run_1/met1.png
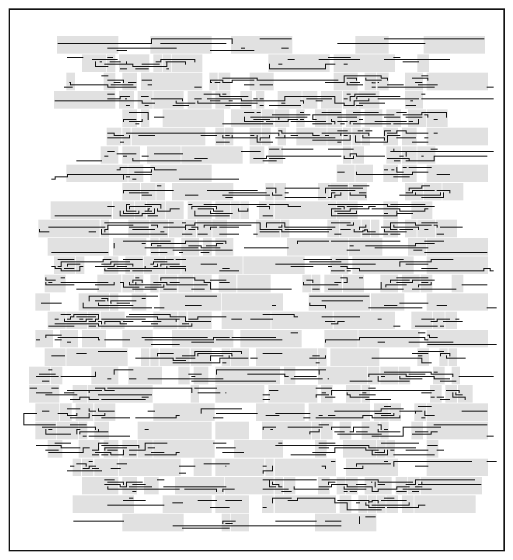
run_1/met2.png
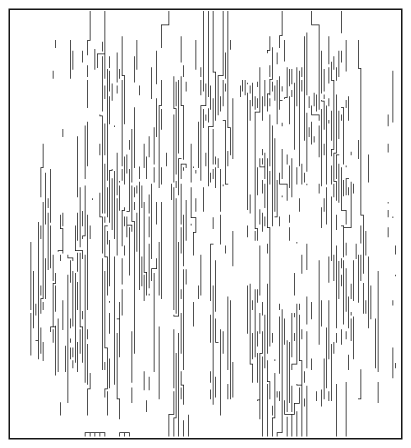
run_1/met4.png
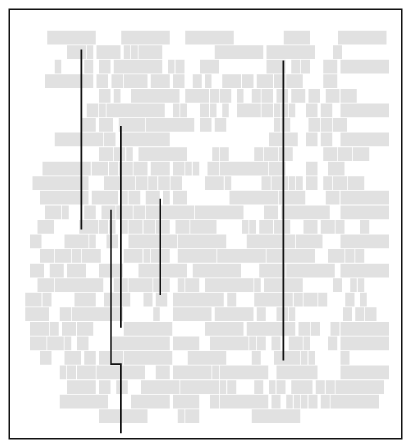
**config.mk**
```make
export PLATFORM = sky130hd
export DESIGN_NAME = mbist_march_ctrl
export DESIGN_NICKNAME = d
export VERILOG_FILES = /design/src/rtl/mbist_pkg.sv /design/src/rtl/mbist_resp_checker.sv /design/src/rtl/mbist_march_ctrl.sv
export SDC_FILE = /design/constraint.sdc
export NUM_CORES = 1
export LEC_CHECK = 0
export CAP_MARGIN = 0
export CORE_ASPECT_RATIO = 1.1
export CORE_MARGIN = 2
export CORE_UTILIZATION = 60
export DETAILED_ROUTE_END_ITERATION = 16
export DONT_BUFFER_PORTS = 1
export GPL_ROUTABILITY_DRIVEN = 0
export PLACE_DENSITY_LB_ADDON = 0.1
export SYNTH_ARGS = -nofsm -noshare
export SYNTH_HDL_FRONTEND = slang
export SYNTH_SLANG_ARGS = --single-unit
```
**constraint.sdc**
```tcl
create_clock -name clk -period 2.5 [get_ports clk]
set_input_delay 0.625 -clock clk [delete_from_list [all_inputs] [get_ports clk]]
set_output_delay 0.625 -clock clk [all_outputs]
set_load 0.005 [all_outputs]
```
**src/rtl/mbist_pkg.sv**
```systemverilog
// Shared types and the March C- element table for the MBIST controller.
package mbist_pkg;

  typedef enum logic [1:0] {
    IDLE  = 2'd0,
    RUN   = 2'd1,
    DRAIN = 2'd2,
    DONE  = 2'd3
  } state_t;

  localparam int NUM_ELEM     = 6;
  localparam int OPS_PER_WORD = 10;

  // Bit [i] of is_write/pol describes op i of the element; pol=1 selects ~BACKGROUND.
  typedef struct packed {
    logic       down;
    logic       two_ops;
    logic [1:0] is_write;
    logic [1:0] pol;
  } elem_t;

  function automatic elem_t march_elem(input logic [2:0] e);
    elem_t m;
    case (e)
      3'd0:    m = '{down: 1'b0, two_ops: 1'b0, is_write: 2'b01, pol: 2'b00}; // up(w0)
      3'd1:    m = '{down: 1'b0, two_ops: 1'b1, is_write: 2'b10, pol: 2'b10}; // up(r0,w1)
      3'd2:    m = '{down: 1'b0, two_ops: 1'b1, is_write: 2'b10, pol: 2'b01}; // up(r1,w0)
      3'd3:    m = '{down: 1'b1, two_ops: 1'b1, is_write: 2'b10, pol: 2'b10}; // dn(r0,w1)
      3'd4:    m = '{down: 1'b1, two_ops: 1'b1, is_write: 2'b10, pol: 2'b01}; // dn(r1,w0)
      default: m = '{down: 1'b0, two_ops: 1'b0, is_write: 2'b00, pol: 2'b00}; // up(r0)
    endcase
    return m;
  endfunction

endpackage

```
**src/rtl/mbist_resp_checker.sv**
```systemverilog
// Read-response checker: delays expected data/address to meet mem_rdata, compares,
// captures the first mismatch and counts all of them.
module mbist_resp_checker #(
  parameter int DATA_WIDTH = 8,
  parameter int ADDR_WIDTH = 4
) (
  input  logic                  clk,
  input  logic                  rst,
  input  logic                  clear,
  input  logic                  rd_vld,
  input  logic [DATA_WIDTH-1:0] exp_data,
  input  logic [ADDR_WIDTH-1:0] rd_addr,
  input  logic [DATA_WIDTH-1:0] rdata,
  output logic                  fail,
  output logic [ADDR_WIDTH-1:0] fail_addr,
  output logic [DATA_WIDTH-1:0] fail_exp,
  output logic [DATA_WIDTH-1:0] fail_act,
  output logic [15:0]           fail_count
);

  logic                  vld_p0, vld_p1;
  logic [DATA_WIDTH-1:0] exp_p0, exp_p1;
  logic [ADDR_WIDTH-1:0] addr_p0, addr_p1;
  logic                  mismatch;

  always_ff @(posedge clk or posedge rst) begin
    if (rst) begin
      vld_p0 <= 1'b0;
      vld_p1 <= 1'b0;
    end else begin
      vld_p0 <= rd_vld;
      vld_p1 <= vld_p0;
    end
  end

  // p0: read on the bus this cycle; p1: the cycle its data returns
  always_ff @(posedge clk) begin
    exp_p0  <= exp_data;
    addr_p0 <= rd_addr;
    exp_p1  <= exp_p0;
    addr_p1 <= addr_p0;
  end

  assign mismatch = vld_p1 && (rdata != exp_p1);

  always_ff @(posedge clk or posedge rst) begin
    if (rst) begin
      fail       <= 1'b0;
      fail_addr  <= '0;
      fail_exp   <= '0;
      fail_act   <= '0;
      fail_count <= '0;
    end else if (clear) begin
      fail       <= 1'b0;
      fail_addr  <= '0;
      fail_exp   <= '0;
      fail_act   <= '0;
      fail_count <= '0;
    end else if (mismatch) begin
      if (!fail) begin
        fail_addr <= addr_p1;
        fail_exp  <= exp_p1;
        fail_act  <= rdata;
      end
      fail <= 1'b1;
      if (fail_count != 16'hFFFF) fail_count <= fail_count + 16'd1;
    end
  end

endmodule

```
**src/rtl/mbist_march_ctrl.sv**
```systemverilog
// March C- MBIST initiator: FSM, element/op/address sequencer and memory bus registers.
module mbist_march_ctrl
  import mbist_pkg::*;
#(
  parameter int                    DATA_WIDTH = 8,
  parameter int                    ADDR_WIDTH = 4,
  parameter int                    CAPACITY   = 16,
  parameter logic [DATA_WIDTH-1:0] BACKGROUND = '0
) (
  input  logic                  clk,
  input  logic                  rst,
  input  logic                  start,
  output logic                  busy,
  output logic                  done,
  output logic                  fail,
  output logic [ADDR_WIDTH-1:0] fail_addr,
  output logic [DATA_WIDTH-1:0] fail_exp,
  output logic [DATA_WIDTH-1:0] fail_act,
  output logic [15:0]           fail_count,
  output logic                  mem_write_read,
  output logic [ADDR_WIDTH-1:0] mem_address,
  output logic [DATA_WIDTH-1:0] mem_wdata,
  input  logic [DATA_WIDTH-1:0] mem_rdata
);

  localparam logic [ADDR_WIDTH-1:0] LAST_ADDR = ADDR_WIDTH'(CAPACITY - 1);

  state_t                  state, state_next;
  logic                    start_accept;
  logic [2:0]              elem_s;
  logic                    op_s;
  logic [ADDR_WIDTH-1:0]   addr_s;
  logic                    s_done, s_vld;
  logic                    drain_cnt;
  elem_t                   cur, nxt;
  logic                    op_wr, last_in_word, last_addr, last_op;
  logic [DATA_WIDTH-1:0]   op_data;
  logic [ADDR_WIDTH-1:0]   next_start;
  logic                    bus_rd_vld;
  logic [DATA_WIDTH-1:0]   bus_exp;

  always_comb begin
    cur          = march_elem(elem_s);
    nxt          = march_elem(elem_s + 3'd1);
    op_wr        = cur.is_write[op_s];
    op_data      = cur.pol[op_s] ? ~BACKGROUND : BACKGROUND;
    last_in_word = !cur.two_ops || op_s;
    last_addr    = cur.down ? (addr_s == '0) : (addr_s == LAST_ADDR);
    last_op      = last_in_word && last_addr && (elem_s == 3'(NUM_ELEM - 1));
    next_start   = nxt.down ? LAST_ADDR : '0;
    s_vld        = (state == RUN) && !s_done;
  end

  always_ff @(posedge clk or posedge rst) begin
    if (rst) state <= IDLE;
    else     state <= state_next;
  end

  // RUN stays one extra cycle after the sequencer empties so the last op reaches the bus
  always_comb begin
    state_next   = state;
    start_accept = 1'b0;
    case (state)
      IDLE, DONE: if (start) begin
        state_next   = RUN;
        start_accept = 1'b1;
      end
      RUN:     if (s_done) state_next = DRAIN;
      DRAIN:   if (drain_cnt) state_next = DONE;
      default: state_next = IDLE;
    endcase
  end

  always_ff @(posedge clk or posedge rst) begin
    if (rst) begin
      elem_s    <= '0;
      op_s      <= 1'b0;
      addr_s    <= '0;
      s_done    <= 1'b0;
      drain_cnt <= 1'b0;
    end else begin
      if (start_accept) begin
        elem_s <= '0;
        op_s   <= 1'b0;
        addr_s <= '0;
        s_done <= 1'b0;
      end else if (s_vld) begin
        if (last_op) begin
          s_done <= 1'b1;
        end else if (!last_in_word) begin
          op_s <= 1'b1;
        end else begin
          op_s <= 1'b0;
          if (last_addr) begin
            elem_s <= elem_s + 3'd1;
            addr_s <= next_start;
          end else begin
            addr_s <= cur.down ? addr_s - 1'b1 : addr_s + 1'b1;
          end
        end
      end
      drain_cnt <= (state == DRAIN) && !drain_cnt;
    end
  end

  // Bus stage: command/address one cycle behind the write data driven from stage S
  always_ff @(posedge clk or posedge rst) begin
    if (rst) begin
      mem_write_read <= 1'b0;
      mem_address    <= '0;
      bus_rd_vld     <= 1'b0;
    end else begin
      mem_write_read <= s_vld && op_wr;
      mem_address    <= s_vld ? addr_s : '0;
      bus_rd_vld     <= s_vld && !op_wr;
    end
  end

  always_ff @(posedge clk) begin
    bus_exp <= op_data;
  end

  assign mem_wdata = s_vld ? op_data : '0;
  assign busy      = (state == RUN) || (state == DRAIN);
  assign done      = (state == DONE);

  mbist_resp_checker #(
    .DATA_WIDTH(DATA_WIDTH),
    .ADDR_WIDTH(ADDR_WIDTH)
  ) u_checker (
    .clk       (clk),
    .rst       (rst),
    .clear     (start_accept),
    .rd_vld    (bus_rd_vld),
    .exp_data  (bus_exp),
    .rd_addr   (mem_address),
    .rdata     (mem_rdata),
    .fail      (fail),
    .fail_addr (fail_addr),
    .fail_exp  (fail_exp),
    .fail_act  (fail_act),
    .fail_count(fail_count)
  );

endmodule

```
==> impl_metrics.tcl, run 1 <==
# metrics dict for downstream scripts
set metrics [dict create \
    seq-power_uw 1120 \
    ys_cells 320 \
    mux_share_pct 2.59 \
    top_cell_area_share_pct 39.8 \
    seq_share_pct 42.9 \
    internal_power_uw 1730 \
    power-per-cell-area_mw_per_mm2 669 \
    cpLargestDelayFamily "AND-OR/OR-AND gates" \
    largest_reg_flops 16 \
    hold_violations 0 \
    finalCritPeriodShare_pct 99.7 \
    ys_area_mm2 0.00315 \
    clk_pin_slew_ps 70 \
    place_inst 360 \
    drt-met1-wl_um 2750 \
    critPathArrivalTime_ps 1870 \
    portBuffers 0 \
    combPwrFrac_pct 7.6 \
    power_uw 2300 \
    grt_pass1_wl_um 10500 \
    final_common_cell "dfrtp_1" \
    topCombFamilyByArea "simple AND/OR/NAND/NOR gates" \
    cts_resized 2 \
    cp-start-kind "flip-flop" \
    drive_gt1_share_pct 16.5 \
    buf_share_pct 3.20 \
    status "completed" \
]
## Picture notes: met1.png
share of all routed wire = 42%
main direction = horizontal
Via Count: 2356
WL final: 6560 µm
GRT met1 Usage: 27.7%

## Picture notes: met2.png
longest straight run = 27.4 µm
main direction = vertical
share of all routed wire = 50%
met2 usage: 40.3%

## Picture notes: met4.png
share of all routed wire = 2.9%
main direction = vertical
nets with wire on the layer = 4
longest straight run = 55.8 µm

==> run 1 -> run 2 <==
--- a/config.mk
+++ b/config.mk
@@ -8,10 +8,11 @@
 export CAP_MARGIN = 0
 export CORE_ASPECT_RATIO = 1.1
 export CORE_MARGIN = 2
-export CORE_UTILIZATION = 60
+export CORE_UTILIZATION = 47
 export DETAILED_ROUTE_END_ITERATION = 16
 export DONT_BUFFER_PORTS = 1
 export GPL_ROUTABILITY_DRIVEN = 0
+export HOLD_SLACK_MARGIN = 0.03
 export PLACE_DENSITY_LB_ADDON = 0.1
 export SYNTH_ARGS = -nofsm -noshare
 export SYNTH_HDL_FRONTEND = slang
==> impl_metrics.tcl, run 2 <==
# metrics dict for downstream scripts
set metrics [dict create \
    seq_share_pct 42.5 \
    ys_cells 320 \
    topCombFamilyByArea "simple AND/OR/NAND/NOR gates" \
    portBuffers 0 \
    largest_reg_flops 16 \
    critPathArrivalTime_ps 1780 \
    r2r_cells 7 \
    final_common_cell "dfrtp_1" \
    top_cell_area_share_pct 39.8 \
    vias_per_cell 5.86 \
    internal_power_uw 1680 \
    clockBufferDepth 2 \
    cts_resized 10 \
    final_cell_area_mm2 0.00346 \
    dr_wl_met3_um 291 \
    ys_area_mm2 0.00315 \
    drtIter0Drc 116 \
    max_stage_delay_ps 460 \
    globalRoute.totalOverflow 0 \
    hold_violations 0 \
    drive_gt1_share_pct 17.0 \
    avgSynthCellArea_um2 9.83 \
    drt-met1-wl_um 2850 \
    hp-class "in2async" \
    power_uw 2290 \
    cp-start-kind "flip-flop" \
    place_inst 387 \
    mux_share_pct 2.59 \
    buf_share_pct 3.61 \
    final_max_slew_viol_count 0 \
    grt_pass1_vias 2219 \
    clk_pin_slew_ps 80 \
    cp_data_required_time_ps 1880 \
    yosys-top-cells-count "dfrtp_1, nand2_1, a21oi_1, nor2_1" \
    seq-power_uw 1120 \
    cpLargestDelayFamily "AND-OR/OR-AND gates" \
    combPwrFrac_pct 7.5 \
    grtUsageMet1_pct 24.1 \
    grt_max_degree 32 \
    status "completed" \
    grt_pass1_wl_um 11000 \
    power-per-cell-area_mw_per_mm2 660 \
    ys_sh_simple_pct 21.0 \
]
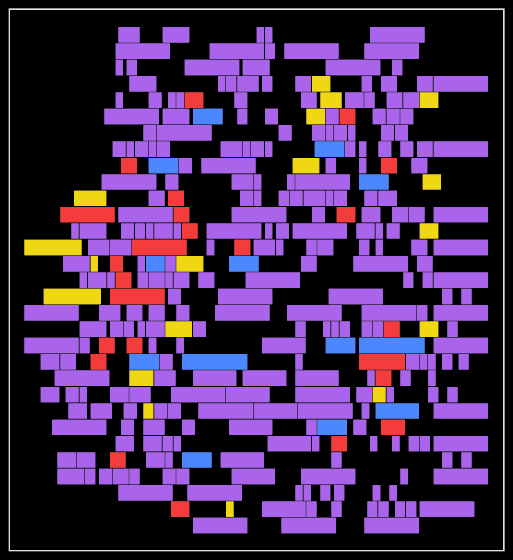
run_2/drive_strength.png
drive 1 or less -> purple  # cells 268, share 83%, most used dfrtp_1
drive 6 and up -> blue  # cells 13, share 4.0%, most used clkbuf_8
drive 3 to 4 -> red  # cells 24, share 7.4%, most used buf_4
drive 2 -> yellow  # cells 18, share 5.6%, most used a21oi_2
Final WS setup: 92.3 ps
Buffers excl. clock: 15
area delta synth->final: 10.1%

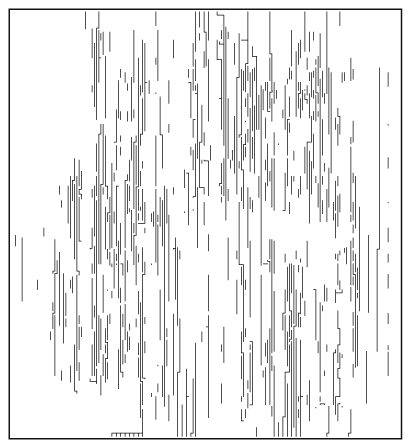
run_2/met2.png
share of all routed wire = 51%
wire length on this layer = 3350 µm
nets with wire on the layer = 277
longest straight run = 46.2 µm
met2 usage: 31.0%
Via Count: 2374
WL final: 6570 µm

No activity file was given, so power comes from the tool's default toggle rates.
